### config.mk
export PLATFORM = sky130hd
export DESIGN_NAME = sync_fifo_param
export DESIGN_NICKNAME = d
export VERILOG_FILES = /design/src/rtl/sync_fifo_param.sv
export SDC_FILE = /design/constraint.sdc
export NUM_CORES = 1
export LEC_CHECK = 0
export CORE_MARGIN = 5
export CORE_UTILIZATION = 35
export CTS_CLUSTER_SIZE = 25
export DETAILED_ROUTE_END_ITERATION = 10
export HOLD_SLACK_MARGIN = 0.03
export PLACE_DENSITY = 0.54
export RECOVER_POWER = 50
export SYNTH_ARGS = -nofsm -noshare
export SYNTH_HDL_FRONTEND = slang
export SYNTH_SLANG_ARGS = --single-unit
export TNS_END_PERCENT = 10
### constraint.sdc
create_clock -name clk -period 3.31 [get_ports clk]
set_clock_uncertainty 0.05 [all_clocks]
set_input_delay 0.662 -clock clk [delete_from_list [all_inputs] [get_ports clk]]
set_output_delay 0.662 -clock clk [all_outputs]
set_load 0.01 [all_outputs]
### src/rtl/sync_fifo_param.sv
// sync_fifo_param: single-clock FIFO with occupancy count, thresholds, flush and error pulses
module sync_fifo_param #(
  parameter int WIDTH = 8,
  parameter int DEPTH = 16,
  parameter int AF_LEVEL = DEPTH - 2,
  parameter int AE_LEVEL = 2,
  localparam int CW = $clog2(DEPTH) + 1
) (
  input  logic             clk,
  input  logic             reset_n,
  input  logic             clr,
  input  logic             wr_en,
  input  logic [WIDTH-1:0] din,
  input  logic             rd_en,
  output logic [WIDTH-1:0] dout,
  output logic             dout_valid,
  output logic             full,
  output logic             empty,
  output logic             almost_full,
  output logic             almost_empty,
  output logic [CW-1:0]    count,
  output logic             overflow,
  output logic             underflow
);
  localparam int AW = $clog2(DEPTH);
  localparam logic [CW-1:0] FULL_CNT = CW'(DEPTH);
  localparam logic [CW-1:0] AF_CNT = CW'(AF_LEVEL);
  localparam logic [CW-1:0] AE_CNT = CW'(AE_LEVEL);
  logic [WIDTH-1:0] mem [DEPTH];
  logic [AW-1:0] wp, rp;
  logic wr_ok, rd_ok;
  // flags come from the registered count only, never from the request inputs
  always_comb begin
    full = count == FULL_CNT;
    empty = count == '0;
    almost_full = count >= AF_CNT;
    almost_empty = count <= AE_CNT;
    wr_ok = wr_en & (!full | rd_en);
    rd_ok = rd_en & !empty;
  end
  always_ff @(posedge clk)
    if (reset_n && !clr && wr_ok) mem[wp] <= din;
  always_ff @(posedge clk or negedge reset_n)
    if (!reset_n) begin
      wp <= '0;
      rp <= '0;
      count <= '0;
      dout <= '0;
      dout_valid <= 1'b0;
      overflow <= 1'b0;
      underflow <= 1'b0;
    end else if (clr) begin
      wp <= '0;
      rp <= '0;
      count <= '0;
      dout_valid <= 1'b0;
      overflow <= 1'b0;
      underflow <= 1'b0;
    end else begin
      if (wr_ok) wp <= wp + AW'(1);
      if (rd_ok) begin
        rp <= rp + AW'(1);
        dout <= mem[rp];
      end
      count <= count + CW'(wr_ok) - CW'(rd_ok);
      dout_valid <= rd_ok;
      overflow <= wr_en & !wr_ok;
      underflow <= rd_en & !rd_ok;
    end
endmodule

==> changes_impl.md, run 1 <==
## Implementation

- Result of the run: finished, final reports clean
- Vertical die dimension: 144 um
- Complex-gate fraction of the synthesized area: between 4 and 5%
- Dominant Register Cell: edfxtp_1
- Clock buffer instance count of the final layout: 17
- Post-place setup slack: 0.295 ns
- End point of the worst hold path: dout[6]$_DFFE_PN0P_
- Total Power Consumption: 5.31 mW
- Critical Path Slowest Stage Cell: clkdlybuf4s50_1
- Routed wire per std cell: 19.9 um
- Sequential area share after synthesis: 70.9%
- Global-route wire length before repair: 21.1 mm
- I/O pin cnt: 33
- Via count of the first global-routing pass: 3631
- Most numerous cell types in the synthesized netlist: 128 x edfxtp_1, 33 x mux2i_1, 26 x nor2_1
- Startpoint of the lowest-slack hold path: dout[6]$_DFFE_PN0P_
- Sequential cell count: 152
- Post-synth net total: 407
- Most common cell after layout, fill and taps aside: edfxtp_1
- Delay-heaviest family, CP: buffers and inverters
- Weighted congestion reported at the end of routability-driven placement: 0.785
- X dimension of the die: 144 um
- Total half-perimeter wirelength after legalization and detailed placement: around 9 mm
- Rows: about 50
- Post-synthesis chip area from yosys: 0.00627 sq mm
- Largest cells by area after synthesis: edfxtp_1 61%, dfrtp_1 9.6%, mux4_2 5.7%
- Post-synthesis async set-or-reset flop share: between 15 and 20%
- Crit path capture: empty
- Logic depth of the worst setup path including buffers: 5
- Crit path capture type: output port
- Critical-path maximum fanout: 6
- Worst setup slack for register-to-register paths: approximately 0.37 ns
- Comb. cell area: 0.00169 sq mm
- TritonCTS clock tree: done
- Core utilization before placement: 35.3%
- Class of the tightest hold or removal check: reg -> reg
- Top Layout Cells: 128 x edfxtp_1, 33 x mux2i_1, 26 x nor2_1
- Proportion of final cell area spent on non-clock buffers: 6.48%
- Number of warnings in the stage logs: 34
- Total clock buffers created by CTS: 17
- Leading cell type by number of instances after synthesis: edfxtp_1
- Warnings from Yosys: 0
- Number of synthesized flops with an enable pin: about 130
- Yosys cell count: 378
- DR vias/cell: 4.97
- CP arrival: 2.37 ns
- Total routed wirelength: 13.5 mm
- Mux area share: 11.0%
- Biggest cell delay along the critical path: 0.55 ns
- Switching power of the nets: 1.41 mW
- Cell type taking the most area: flip-flops and latches
- Maximum count of clock buffers along a single path: 2
- Area fraction in full adders, half adders and majority gates: approximately 3.3%
- CTS Hold Bufs: 0
- Number of non-clock buffers: 55
- Count of vias placed by the detailed router: 3368
- Count of input and output buffers: 32
- Number of fill cells: ~1600
- TNS Setup: 0 ns
- Min cycle time layout: 3.08 ns
- Layout overhead on the synthesized area: 20.5%
- Number of diodes added for antenna fixing: 0
- Required time worst endpoint: 2.60 ns
- Post-CTS sizing: 0
- Unrepaired setup endpoints after global routing: no
- Total non-filler cell area in the finished layout: 0.00755 sq mm
- Worst Hold Depth: 2
- Sort of element at the start of the critical path: flip-flop
- Worst-Skew Late Latency: 0.41 ns
- Period utilization: just over 90%
- Clock-pin slew on the worst setup and hold paths: 0.06 ns
- Final Max Slew Viols: 0
- Maximum number of pins on one net before global-route repair: 25
- Register cell area after layout: 0.00445 sq mm
## run 1: power by group through the flow
| stage | Combinational [mW] | Sequential (mW) | Clock (mW) |
|---|---|---|---|
| 2_1_floorplan | 0.663 | 2.33 | 0 |
| 3_3_place_gp | 1.11 | 2.35 | 0 |
| 3_5_place_dp | 1.12 | 2.36 | 0 |
| 4_1_cts | 1.13 | 2.32 | 1.94 |
| 5_1_grt | 1.20 | 2.33 | 2.03 |
| 6_report | 1.10 | 2.31 | 1.89 |
## run 1: flip-flops by register name, summed over array words and instances (netlist names)
name	flops
dout	8
mem	128
count	5
rp	4
dout_valid	1
underflow	1
overflow	1
wp	4
## run 1: metal layers
metal	track usage [%]	routed length, um	vias up
met3	2.93	604	25
met1	18.2	5730	1712
met2	23.4	6800	66
met4	6.00	367	0
met5	0	0	-
li1	-	-	1565
**Run 1: signal wires by layer**

Drawn at 2 px/um. Two of the layers only.
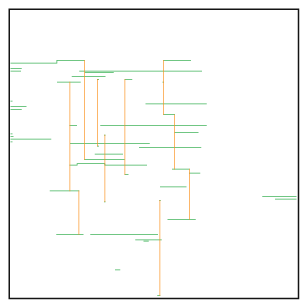
Key: M3 = green [wire length 604 um]; M4 = orange [wire length 367 um]

**Run 1: the metal 1 layer**

Drawn at 2 px/um. Supply wires on this layer in gray.
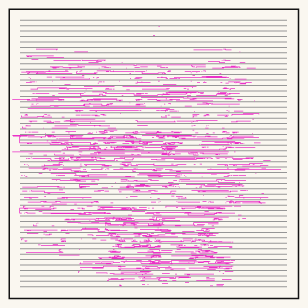
The longest straight run is 70.8 um. 436 nets have wire on it.

**Run 1: routing congestion map**

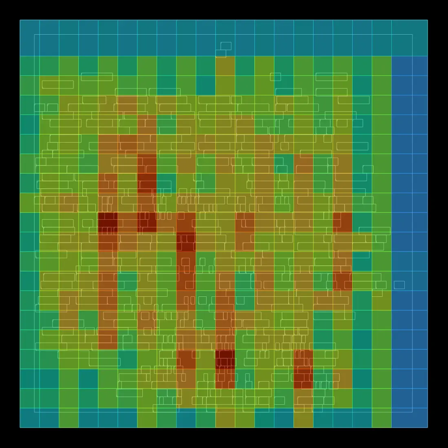
overall track demand over capacity in global routing: 14.2%
most used routing layer: met2
grt met2 use: 23.4%

**Run 1: gate-type map**

Drawn at 3 px/um.
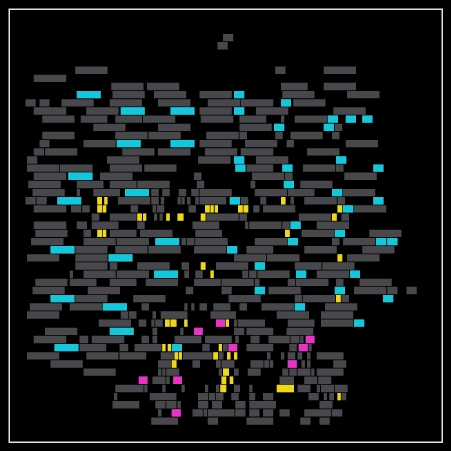

==> run 1 -> run 2 <==
--- a/config.mk
+++ b/config.mk
@@ -6,11 +6,11 @@
 export NUM_CORES = 1
 export LEC_CHECK = 0
 export CORE_MARGIN = 5
-export CORE_UTILIZATION = 35
+export CORE_UTILIZATION = 40
 export CTS_CLUSTER_SIZE = 25
 export DETAILED_ROUTE_END_ITERATION = 10
 export HOLD_SLACK_MARGIN = 0.03
-export PLACE_DENSITY = 0.54
+export PLACE_DENSITY = 0.6
 export RECOVER_POWER = 50
 export SYNTH_ARGS = -nofsm -noshare
 export SYNTH_HDL_FRONTEND = slang
==> constraint.sdc (replaced) <==
create_clock -name clk -period 3.8 [get_ports clk]
set_clock_uncertainty 0.05 [all_clocks]
set_input_delay 0.76 -clock clk [delete_from_list [all_inputs] [get_ports clk]]
set_output_delay 0.76 -clock clk [all_outputs]
set_load 0.01 [all_outputs]
**Run 2: gate-type map**

Drawn at 3 px/um.
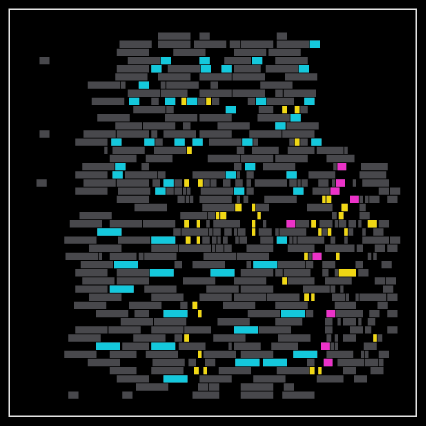
Key: nand cells = yellow [cells 43]; xor and xnor cells = magenta [cells 9, where right middle]; mux cells = cyan [cells 49]
final cell count without fillers: 657
combinational share of cell area: 22.5%
most common cell after layout, fill and taps aside: edfxtp_1

**Run 2: routing congestion map**

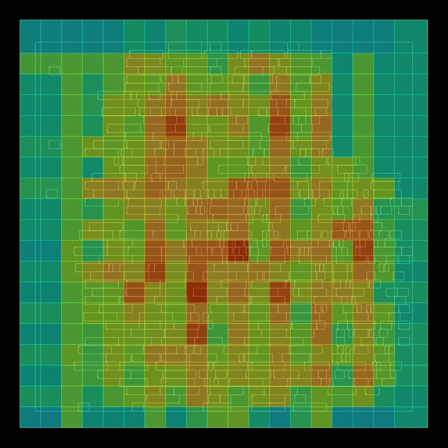
Routed wire per std cell: 19.5 um
grt met2 use: 23.9%
Global Route met1 Usage: 19.8%
final standard cell utilization of the core: 49.0%
overall track demand over capacity in global routing: 15.0%

==> run 2 against run 1 <==
  * Combinational power decreased by about 10%
  * Non-clock buffer count decreased by 3
  * Utilization increased by 6.5 points
  * Register-to-register slack improved by 0.39 ns
  * Hold slack improved by 0.0072 ns
  * Clock power decreased by 16%
  * Critical path type unchanged
  * Largest cell class unchanged
  * Highest routed layer unchanged
==> changes_impl.md, run 2 <==
## Implementation

- Result of the run: finished, final reports clean (unchanged)
- Mux area share: 11.0% (unchanged)
- Most used routing layer: met2 (unchanged)
- Post-place setup slack: 0.527 ns (was 0.295 ns)
- Rows: 45 (was 49)
- Most numerous cell types in the synthesized netlist: 128 x edfxtp_1, 33 x mux2i_1, 26 x nor2_1 (unchanged)
- Period utilization: 86.7%
- Crit path capture type: output port (unchanged)
- Count of vias placed by the detailed router: 3313 (was 3368)
- Detailed-routing wirelength on met1: 5.55 mm (was 5.73 mm)
- Top routing layer used: met4 (unchanged)
- Area fraction in full adders, half adders and majority gates: 3.31% (unchanged)
- Registers with the highest flip-flop counts: mem (128), dout (8), count (5) (unchanged)
- Post-synth net total: 407 (unchanged)
- Worst setup slack for register-to-register paths: 0.76 ns (was 0.37 ns)
- Count of input and output buffers: 32 (unchanged)
- Maximum count of clock buffers along a single path: 2 (unchanged)
- Total non-filler cell area in the finished layout: 0.00750 sq mm (was 0.00755 sq mm)
- Worst Hold Depth: 2 (unchanged)
- Post-synthesis async set-or-reset flop share: 15.8% (unchanged)
- Combinational gate power: 944 uW (was 1.10 mW)
- Maximum number of pins on one net before global-route repair: 31 (was 25)
- Critical-path maximum fanout: 6 (unchanged)
- Total routed wirelength: 12.8 mm (was 13.5 mm)
- Global-route wire length before repair: 19.9 mm (was 21.1 mm)
- Min cycle time layout: around 3.3 ns
- Number of synthesized flops with an enable pin: 128 (unchanged)
- Weighted congestion reported at the end of routability-driven placement: 0.793 (was 0.785)
- Sort of element at the start of the critical path: flip-flop (unchanged)
- Via count of the first global-routing pass: 3425 (was 3631)
- Met3 capacity usage during global routing: 3.57% (was 2.93%)
- Sequential area share after synthesis: 70.9% (unchanged)
- Class of the tightest hold or removal check: reg -> reg (unchanged)
- Largest cells by area after synthesis: edfxtp_1 61%, dfrtp_1 9.6%, mux4_2 5.7% (unchanged)
- Number of fill cells: 1290 (was 1634)
- Clk pwr: 1.59 mW (was 1.89 mW)
- DR vias/cell: 5.04 (was 4.97)
- Delay-heaviest family, CP: buffers and inverters (unchanged)
- Sequential Power: 1.99 mW (was 2.31 mW)
- Warnings from Yosys: 0 (unchanged)
- Comb. cell area: 0.00169 sq mm (about the same)
==> run 2: cell counts after synthesis <==
No cell type changed its count.
==> run 2: worst max path at each step <==
stage,start,endpoint,cells past startpoint
2_1_floorplan,count[2]$_DFF_PN0_,count[4]$_DFF_PN0_,13
3_3_place_gp,rd_en,count[4]$_DFF_PN0_,12
3_5_place_dp,rd_en,count[4]$_DFF_PN0_,12
4_1_cts,count[2]$_DFF_PN0_,empty,5
5_1_grt,count[2]$_DFF_PN0_,empty,5
6_report,count[2]$_DFF_PN0_,empty,5
==> run 2: final cells by class <==
type                            count  area share, %
Clock buffer                       25           7.19
Inverter                           15          0.784
Timing Repair Buffer               52           6.22
Tap cell                          211           3.52
Clock inverter                      7          0.484
Sequential cell                   152           59.3
Multi-Input combinational cell    195           22.5
Power and IR drop assume default switching activity.
